File: config.mk
export PLATFORM = sky130hd
export DESIGN_NAME = load_store_unit_flat
export DESIGN_NICKNAME = d
export VERILOG_FILES = /design/src/rtl/lsu_pkg.sv /design/src/rtl/load_store_unit_if.sv /design/src/rtl/lsu_lane_align.sv /design/src/rtl/load_store_unit.sv /design/src/flat_wrapper.sv
export SDC_FILE = /design/constraint.sdc
export NUM_CORES = 1
export LEC_CHECK = 0
export ABC_AREA = 1
export ABC_CLOCK_PERIOD_IN_PS = 1900
export CORE_ASPECT_RATIO = 0.7
export CORE_MARGIN = 2
export CORE_UTILIZATION = 41
export DETAILED_ROUTE_END_ITERATION = 12
export GPL_TIMING_DRIVEN = 0
export HOLD_SLACK_MARGIN = 0.03
export PLACE_DENSITY_LB_ADDON = 0.12
export SLEW_MARGIN = 20
export SYNTH_ARGS = -nofsm -noshare
export SYNTH_HDL_FRONTEND = slang
export SYNTH_SLANG_ARGS = --single-unit
File: constraint.sdc
create_clock -name clk -period 1.9 [get_ports clk]
set_input_delay 0.57 -clock clk [delete_from_list [all_inputs] [get_ports clk]]
set_output_delay 0.57 -clock clk [all_outputs]
set_load 0.02 [all_outputs]
File: src/rtl/lsu_pkg.sv
// lsu_pkg: shared state and access-width encodings for the load/store unit.
package lsu_pkg;

    typedef enum logic [1:0] {IDLE, REQ, RESP, DONE} lsu_state_t;

    typedef enum logic [2:0] {
        MW_B  = 3'b000,
        MW_H  = 3'b001,
        MW_W  = 3'b010,
        MW_BU = 3'b100,
        MW_HU = 3'b101
    } mem_width_t;

endpackage

File: src/rtl/load_store_unit_if.sv
// load_store_unit_if: valid/ready data-memory bus between the LSU (master) and memory (slave).
interface load_store_unit_if;

    logic        mem_req_valid;
    logic        mem_req_ready;
    logic        mem_we;
    logic [31:0] mem_addr;
    logic [31:0] mem_wdata;
    logic [3:0]  mem_wstrb;
    logic        mem_resp_valid;
    logic [31:0] mem_resp_rdata;

    modport master (
        output mem_req_valid, mem_we, mem_addr, mem_wdata, mem_wstrb,
        input  mem_req_ready, mem_resp_valid, mem_resp_rdata
    );

    modport slave (
        input  mem_req_valid, mem_we, mem_addr, mem_wdata, mem_wstrb,
        output mem_req_ready, mem_resp_valid, mem_resp_rdata
    );

endinterface

File: src/rtl/lsu_lane_align.sv
// lsu_lane_align: store strobe/lane replication and load byte/halfword extract with sign/zero extension.
module lsu_lane_align
    import lsu_pkg::*;
(
    input  logic [2:0]  funct3,
    input  logic [1:0]  lane,
    input  logic [31:0] wdata,
    input  logic [31:0] rdata,
    output logic [3:0]  wstrb,
    output logic [31:0] wdata_rep,
    output logic [31:0] rdata_ext
);

    logic        is_b, is_h, sx;
    logic [7:0]  b;
    logic [15:0] h;

    // Anything that is neither a byte nor a halfword encoding (incl. reserved) is a word.
    assign is_b = funct3 == MW_B || funct3 == MW_BU;
    assign is_h = funct3 == MW_H || funct3 == MW_HU;
    assign sx   = funct3 == MW_B || funct3 == MW_H;

    assign b = rdata[{lane, 3'b000} +: 8];
    assign h = lane[1] ? rdata[31:16] : rdata[15:0];

    assign wstrb     = is_b ? 4'b0001 << lane : is_h ? (lane[1] ? 4'b1100 : 4'b0011) : 4'b1111;
    assign wdata_rep = is_b ? {4{wdata[7:0]}} : is_h ? {2{wdata[15:0]}} : wdata;
    assign rdata_ext = is_b ? {{24{sx & b[7]}}, b} : is_h ? {{16{sx & h[15]}}, h} : rdata;

endmodule

File: src/rtl/load_store_unit.sv
// load_store_unit: multi-cycle load/store engine stalling the CPU while a memory access is outstanding.
// Define LSU_MISALIGN_TRAP_EN to fail misaligned H/W accesses in IDLE without touching memory.
module load_store_unit
    import lsu_pkg::*;
#(
    parameter int TIMEOUT_CYCLES = 255
) (
    input  logic        clk,
    input  logic        reset,
    input  logic        cpu_valid,
    input  logic        cpu_write,
    input  logic [2:0]  cpu_funct3,
    input  logic [31:0] cpu_addr,
    input  logic [31:0] cpu_wdata,
    output logic        cpu_stall,
    output logic        cpu_done,
    output logic [31:0] cpu_rdata,
    output logic        cpu_error,
    load_store_unit_if.master mem
);

    localparam logic [15:0] TO_LAST = 16'(TIMEOUT_CYCLES - 1);

    lsu_state_t  state;
    logic [2:0]  f3_q, f3_sel;
    logic [1:0]  lane_q, lane_sel;
    logic [15:0] cnt;
    logic [3:0]  strb;
    logic [31:0] wdata_rep, rdata_ext;
    logic        misal;

`ifdef LSU_MISALIGN_TRAP_EN
    assign misal = (cpu_funct3 == MW_H || cpu_funct3 == MW_HU) ? cpu_addr[0] :
                   !(cpu_funct3 == MW_B || cpu_funct3 == MW_BU) && cpu_addr[1:0] != 2'b00;
`else
    assign misal = 1'b0;
`endif

    // Stores are aligned from the live CPU inputs at capture; loads extract with the latched lane.
    assign f3_sel   = state == IDLE ? cpu_funct3 : f3_q;
    assign lane_sel = state == IDLE ? cpu_addr[1:0] : lane_q;

    lsu_lane_align u_align (
        .funct3    (f3_sel),
        .lane      (lane_sel),
        .wdata     (cpu_wdata),
        .rdata     (mem.mem_resp_rdata),
        .wstrb     (strb),
        .wdata_rep (wdata_rep),
        .rdata_ext (rdata_ext)
    );

    assign cpu_stall         = (state == IDLE && cpu_valid) || state == REQ || state == RESP;
    assign cpu_done          = state == DONE;
    assign mem.mem_req_valid = state == REQ;

    always_ff @(posedge clk) begin
        if (reset) begin
            state         <= IDLE;
            f3_q          <= '0;
            lane_q        <= '0;
            cnt           <= '0;
            cpu_rdata     <= '0;
            cpu_error     <= 1'b0;
            mem.mem_we    <= 1'b0;
            mem.mem_addr  <= '0;
            mem.mem_wdata <= '0;
            mem.mem_wstrb <= '0;
        end else begin
            case (state)
                IDLE: if (cpu_valid) begin
                    f3_q          <= cpu_funct3;
                    lane_q        <= cpu_addr[1:0];
                    cnt           <= '0;
                    cpu_rdata     <= '0;
                    cpu_error     <= misal;
                    mem.mem_we    <= cpu_write;
                    mem.mem_addr  <= {cpu_addr[31:2], 2'b00};
                    mem.mem_wdata <= wdata_rep;
                    mem.mem_wstrb <= cpu_write ? strb : 4'b0000;
                    state         <= misal ? DONE : REQ;
                end
                REQ: if (mem.mem_req_ready) begin
                    cnt   <= '0;
                    state <= mem.mem_we ? DONE : RESP;
                end else if (cnt == TO_LAST) begin
                    cpu_error <= 1'b1;
                    state     <= DONE;
                end else begin
                    cnt <= cnt + 1'b1;
                end
                RESP: if (mem.mem_resp_valid) begin
                    cpu_rdata <= rdata_ext;
                    state     <= DONE;
                end else if (cnt == TO_LAST) begin
                    cpu_error <= 1'b1;
                    state     <= DONE;
                end else begin
                    cnt <= cnt + 1'b1;
                end
                default: begin
                    cpu_error <= 1'b0;
                    state     <= IDLE;
                end
            endcase
        end
    end

endmodule

File: src/flat_wrapper.sv
// flat-port wrapper written by rule: the top's interface ports become plain ports
module load_store_unit_flat import lsu_pkg::*;
#(
    parameter int TIMEOUT_CYCLES = 255
)
  (clk, reset, cpu_valid, cpu_write, cpu_funct3, cpu_addr, cpu_wdata, cpu_stall, cpu_done, cpu_rdata, cpu_error, mem_mem_req_valid, mem_mem_we, mem_mem_addr, mem_mem_wdata, mem_mem_wstrb, mem_mem_req_ready, mem_mem_resp_valid, mem_mem_resp_rdata);
  load_store_unit_if mem_i ();
  input  logic clk;
  input  logic reset;
  input  logic cpu_valid;
  input  logic cpu_write;
  input  logic [2:0] cpu_funct3;
  input  logic [31:0] cpu_addr;
  input  logic [31:0] cpu_wdata;
  output logic cpu_stall;
  output logic cpu_done;
  output logic [31:0] cpu_rdata;
  output logic cpu_error;
  output wire logic [$bits(mem_i.mem_req_valid)-1:0] mem_mem_req_valid;
  output wire logic [$bits(mem_i.mem_we)-1:0] mem_mem_we;
  output wire logic [$bits(mem_i.mem_addr)-1:0] mem_mem_addr;
  output wire logic [$bits(mem_i.mem_wdata)-1:0] mem_mem_wdata;
  output wire logic [$bits(mem_i.mem_wstrb)-1:0] mem_mem_wstrb;
  input wire logic [$bits(mem_i.mem_req_ready)-1:0] mem_mem_req_ready;
  input wire logic [$bits(mem_i.mem_resp_valid)-1:0] mem_mem_resp_valid;
  input wire logic [$bits(mem_i.mem_resp_rdata)-1:0] mem_mem_resp_rdata;
  assign mem_mem_req_valid = mem_i.mem_req_valid;
  assign mem_mem_we = mem_i.mem_we;
  assign mem_mem_addr = mem_i.mem_addr;
  assign mem_mem_wdata = mem_i.mem_wdata;
  assign mem_mem_wstrb = mem_i.mem_wstrb;
  assign mem_i.mem_req_ready = mem_mem_req_ready;
  assign mem_i.mem_resp_valid = mem_mem_resp_valid;
  assign mem_i.mem_resp_rdata = mem_mem_resp_rdata;
  load_store_unit #(.TIMEOUT_CYCLES(TIMEOUT_CYCLES)) u_core (.clk(clk), .reset(reset), .cpu_valid(cpu_valid), .cpu_write(cpu_write), .cpu_funct3(cpu_funct3), .cpu_addr(cpu_addr), .cpu_wdata(cpu_wdata), .cpu_stall(cpu_stall), .cpu_done(cpu_done), .cpu_rdata(cpu_rdata), .cpu_error(cpu_error), .mem(mem_i));
endmodule
### Sizing map, run 1

Scale: 3 px per µm.
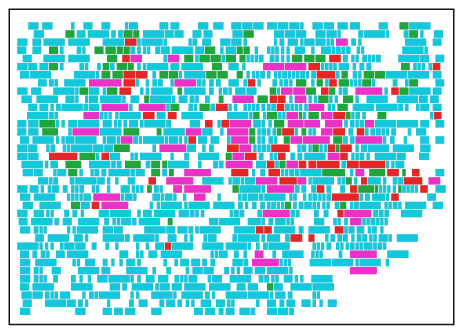
_2 cells -> green  # cells 103
_0 and _1 cells -> cyan  # cells 930
_6 and larger -> magenta  # cells 57
_3 and _4 cells -> red  # cells 64
count of plain and timing-repair buffers: 284
Final WS setup: -186 ps

### Signal wires on met2, run 1

Scale: 2 px per µm.
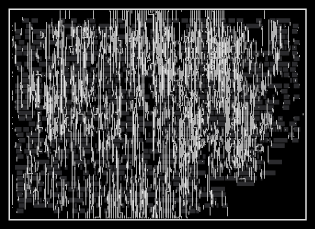
wire length on this layer = 9,600 µm
main direction = vertical
share of all routed wire = 43%

### Gate families picked out, run 1

Scale: 3 px per µm.
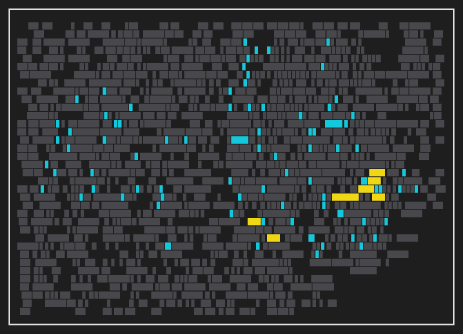
adder and majority cells -> yellow  # cells 7, where right middle
inverters -> cyan  # cells 81

==> results.yml <==
# physical design summary
outcome:
  status: "finished, violations left"
  violations: "negative setup slack"
clocking:
  clock-sinks: 123
  cts_tree: "built"
  cts-htree-levels: 4
  holdBufCountCts: 0
  clk_latency_ps: 420
  cts.clk_slew.worst_paths_ps: 60
  root_buffer: "clkbuf_16"
  numCtsBuffers: 17
  cts_buffer_depth: 2
setup_path:
  crit_slowest_cell: "dfxtp_2"
  path_cells: "inv_4, ha_4, buf_8, nand2_8, clkbuf_16, nand3_4, buf_6"
  ff2ff_setup_slack_ps: -80
  end_kind: "output port"
  crit_required_ps: 1330
  crit_start: "u_core.state[0]$_SDFFE_PP0P_"
  rr_startpoint: "u_core.state[0]$_SDFFE_PP0P_"
  cpPeakStageDelay_ps: 360
  worstPathArrival_ps: 1520
  critical_path.endpoint: "cpu_stall"
  worstSetupStartpointType: "flop"
  r2r_cells: 13
  critPathKind: "reg -> out"
  r2r_end: "u_core.cpu_rdata[8]$_SDFFE_PP0P_"
  cp_max_fo: 4
floorplan:
  core_um2: 14000
  rows: 36
  initCoreUtil_pct: 42.3
  ios: 210
  die_area_um2: 15400
  die_h_um: 105
  die_width_um: 148
drt:
  drt_iter0_drc: 675
  drt_wl_total_mm: 22.6
  dr.pass1.iters: 6
  wl_met3_mm: 2.38
  route.detailed.drc: 0
  top_layer_used: "met4"
  drt-wirelength-per-cell_um: 16.8
  wl_met1_mm: 10.1
  vias: 6982
  via_per_inst: 5.19
  dr_wl_met2_mm: 9.60
  ant_nets: 0
grt:
  grt_max_degree: 17
  grt_overflow_total: 0
  grt_pass1_vias: 6377
  antenna_found_initial: 0
  grt_pass1_wl_mm: 33.2
  track_usage_pct: 27.3
sta:
  fin_crit_sh_pct: 110
  setup_viol: 43
  fin_ws_ps: -186
  fmax_mhz: 479
  final_max_slew_viol_count: 0
  finalCriticalPeriod_ps: 2090
  slew_headroom_pct: 56.6
  worst_pin_slew_ps: 651
  whs_ps: 463
  rsz0062_at_grt: "yes"
  skew_ps: 12.3
  hold_viol: 0
place:
  port_buffers: 206
  dp_cells: 1285
  dpl.hpwl_mm: 15.4
  dpl-instance-area_um2: 8240
  place_congestion: 0.942
  place_ws_ps: -992
run:
  openroad.warnings: 33
  cap_violations: 0
synth:
  synthTopCellsByArea: "dfxtp_1 42%, nand2_1 13%, nor2_1 9.7%"
  ys_cells: 888
  netlist_area_um2: 5920
  synthCells: 888
  netlist.top_cell.by_area: "dfxtp_1"
  synth_top_area_share_pct: 41.6
  yosysWarnings: 0
  ys.flops: 123
  ys_seq_share_pct: 41.6
  avgSynthCellArea_um2: 6.67
  yosys-stat-area_um2: 5920
  yosysUniqueCellTypes: 31
hold_path:
  worstHoldPathCells: 2
  hold_start: "u_core.cpu_rdata[4]$_SDFFE_PP0P_"
  hold_path.class: "reg -> reg"
  hold_path_end: "u_core.cpu_rdata[4]$_SDFFE_PP0P_"
pwr:
  p_switching_mw: 3.89
  comb_power_share_pct: 39.7
  leakagePower_nw: 4.37
  clkPwrFrac_pct: 30.8
  power.internal_mw: 6.26
  p_per_area_nw_per_um2: 1040
  swShare_pct: 38.3
  p_seq_share_pct: 29.5
  ir_worst_vdd_mv: 0.652
layout:
  num_antenna_cells: 0
  drive_gt1_share_pct: 19.4
  design_area_um2: 9740
  instances_no_fill: 1344
  syn2layout_area_growth_pct: 64.5
  final_common_cell: "nand2_1"
  fin_nets: 1253
  final_cell_mix: "179 x nand2_1, 132 x nor2_1, 121 x dfxtp_1, 102 x dlygate4sd2_1, 101 x clkdlybuf4s50_1"
## run 1: synthesized netlist by cell type
cell / n
nand2_1: 202
nor2_1: 153
dfxtp_1: 123
o21ai_0: 90
nand3_1: 78
inv_1: 74
a21oi_1: 52
clkbuf_1: 32
buf_2: 15
a221oi_1: 8
o211ai_1: 8
o221ai_1: 8
ha_1: 7
inv_2: 6
nor3_1: 6
buf_4: 3
nand2_2: 3
a211oi_1: 2
buf_6: 2
nor2_2: 2
o211a_1: 2
o21ai_2: 2
xor2_1: 2
a31oi_1: 1
a31oi_2: 1
clkinv_2: 1
conb_1: 1
nand3_4: 1
nand3b_1: 1
nand4_1: 1
o21bai_1: 1
## run 1: critical path, delay by kind of cell (launching register included)
family,cells,cell delay [ps]
fa+ha+maj,1,180
buf+inv,4,470
simple gates,2,100
flops,1,360
## run 1: per-layer routing
layer	vias to the layer above	global-route usage [%]
li1	3401	-
met1	3223	38.3
met2	320	38.7
met3	38	10.0
met4	0	8.72
met5	-	0
## run 1: metrics by stage
stage / util (%) / TNS [ps] / power (mW)
2_1_floorplan: - / 0 / 4.84
3_3_place_gp: 58.8 / -61280 / 6.06
3_5_place_dp: 58.8 / -60890 / 6.07
4_1_cts: 64.4 / -231 / 9.37
5_1_grt: 69.6 / -4640 / 10.6
6_report: 69.6 / -2250 / 10.1
## run 1: power groups by stage
stage / combinational [mW] / sequential, mW / clock, mW
detailed placement: 3.03 / 3.04 / 0
global route: 4.32 / 3.02 / 3.27
floorplan: 1.52 / 3.32 / 0
global placement: 3.02 / 3.04 / 0
finish: 4.03 / 2.99 / 3.13
CTS: 3.24 / 2.98 / 3.15
## run 1: area by class of cell
type	instances	area, µm²
buffer	50	348
clock buffer	18	429
clock inverter	14	135
fill	1150	4270
inverter	81	339
multi-input combinational	634	3570
sequential	123	2470
tap	190	238
timing repair buffer	234	2220
## run 1: cells by family (layout without fill, tap and decap cells)
| kind of cell | count (synthesis) | after routing | synth area share, % |
|---|---|---|---|
| buf+inv | 133 | 397 | 9.21 |
| simple gates | 447 | 448 | 30.7 |
| xor+xnor | 2 | 2 | 0.296 |
| fa+ha+maj | 7 | 7 | 1.48 |
| compound gates | 175 | 175 | 16.7 |
| flops | 123 | 123 | 41.6 |
| other cells | 1 | 2 | 0.0633 |
## run 1: sequential cells by signal, indices dropped and copies added (netlist names)
signal,count
u_core.mem.mem_addr,30
u_core.mem.mem_wstrb,4
u_core.mem.mem_we,1
u_core.lane_q,2
u_core.cpu_error,1
u_core.cnt,16
u_core.f3_q,3
u_core.state,2
u_core.cpu_rdata,32
u_core.mem.mem_wdata,32
## run 1: repair_timing
item / 4_1_cts / 5_1_grt
setup endpoints to repair: 219 / 75
pin swaps: 6 / 45
gates cloned: 1 / 3
gates resized: 186 / 177
buffers inserted: 18 / 7
No activity file was given, so power comes from the tool's default toggle rates.
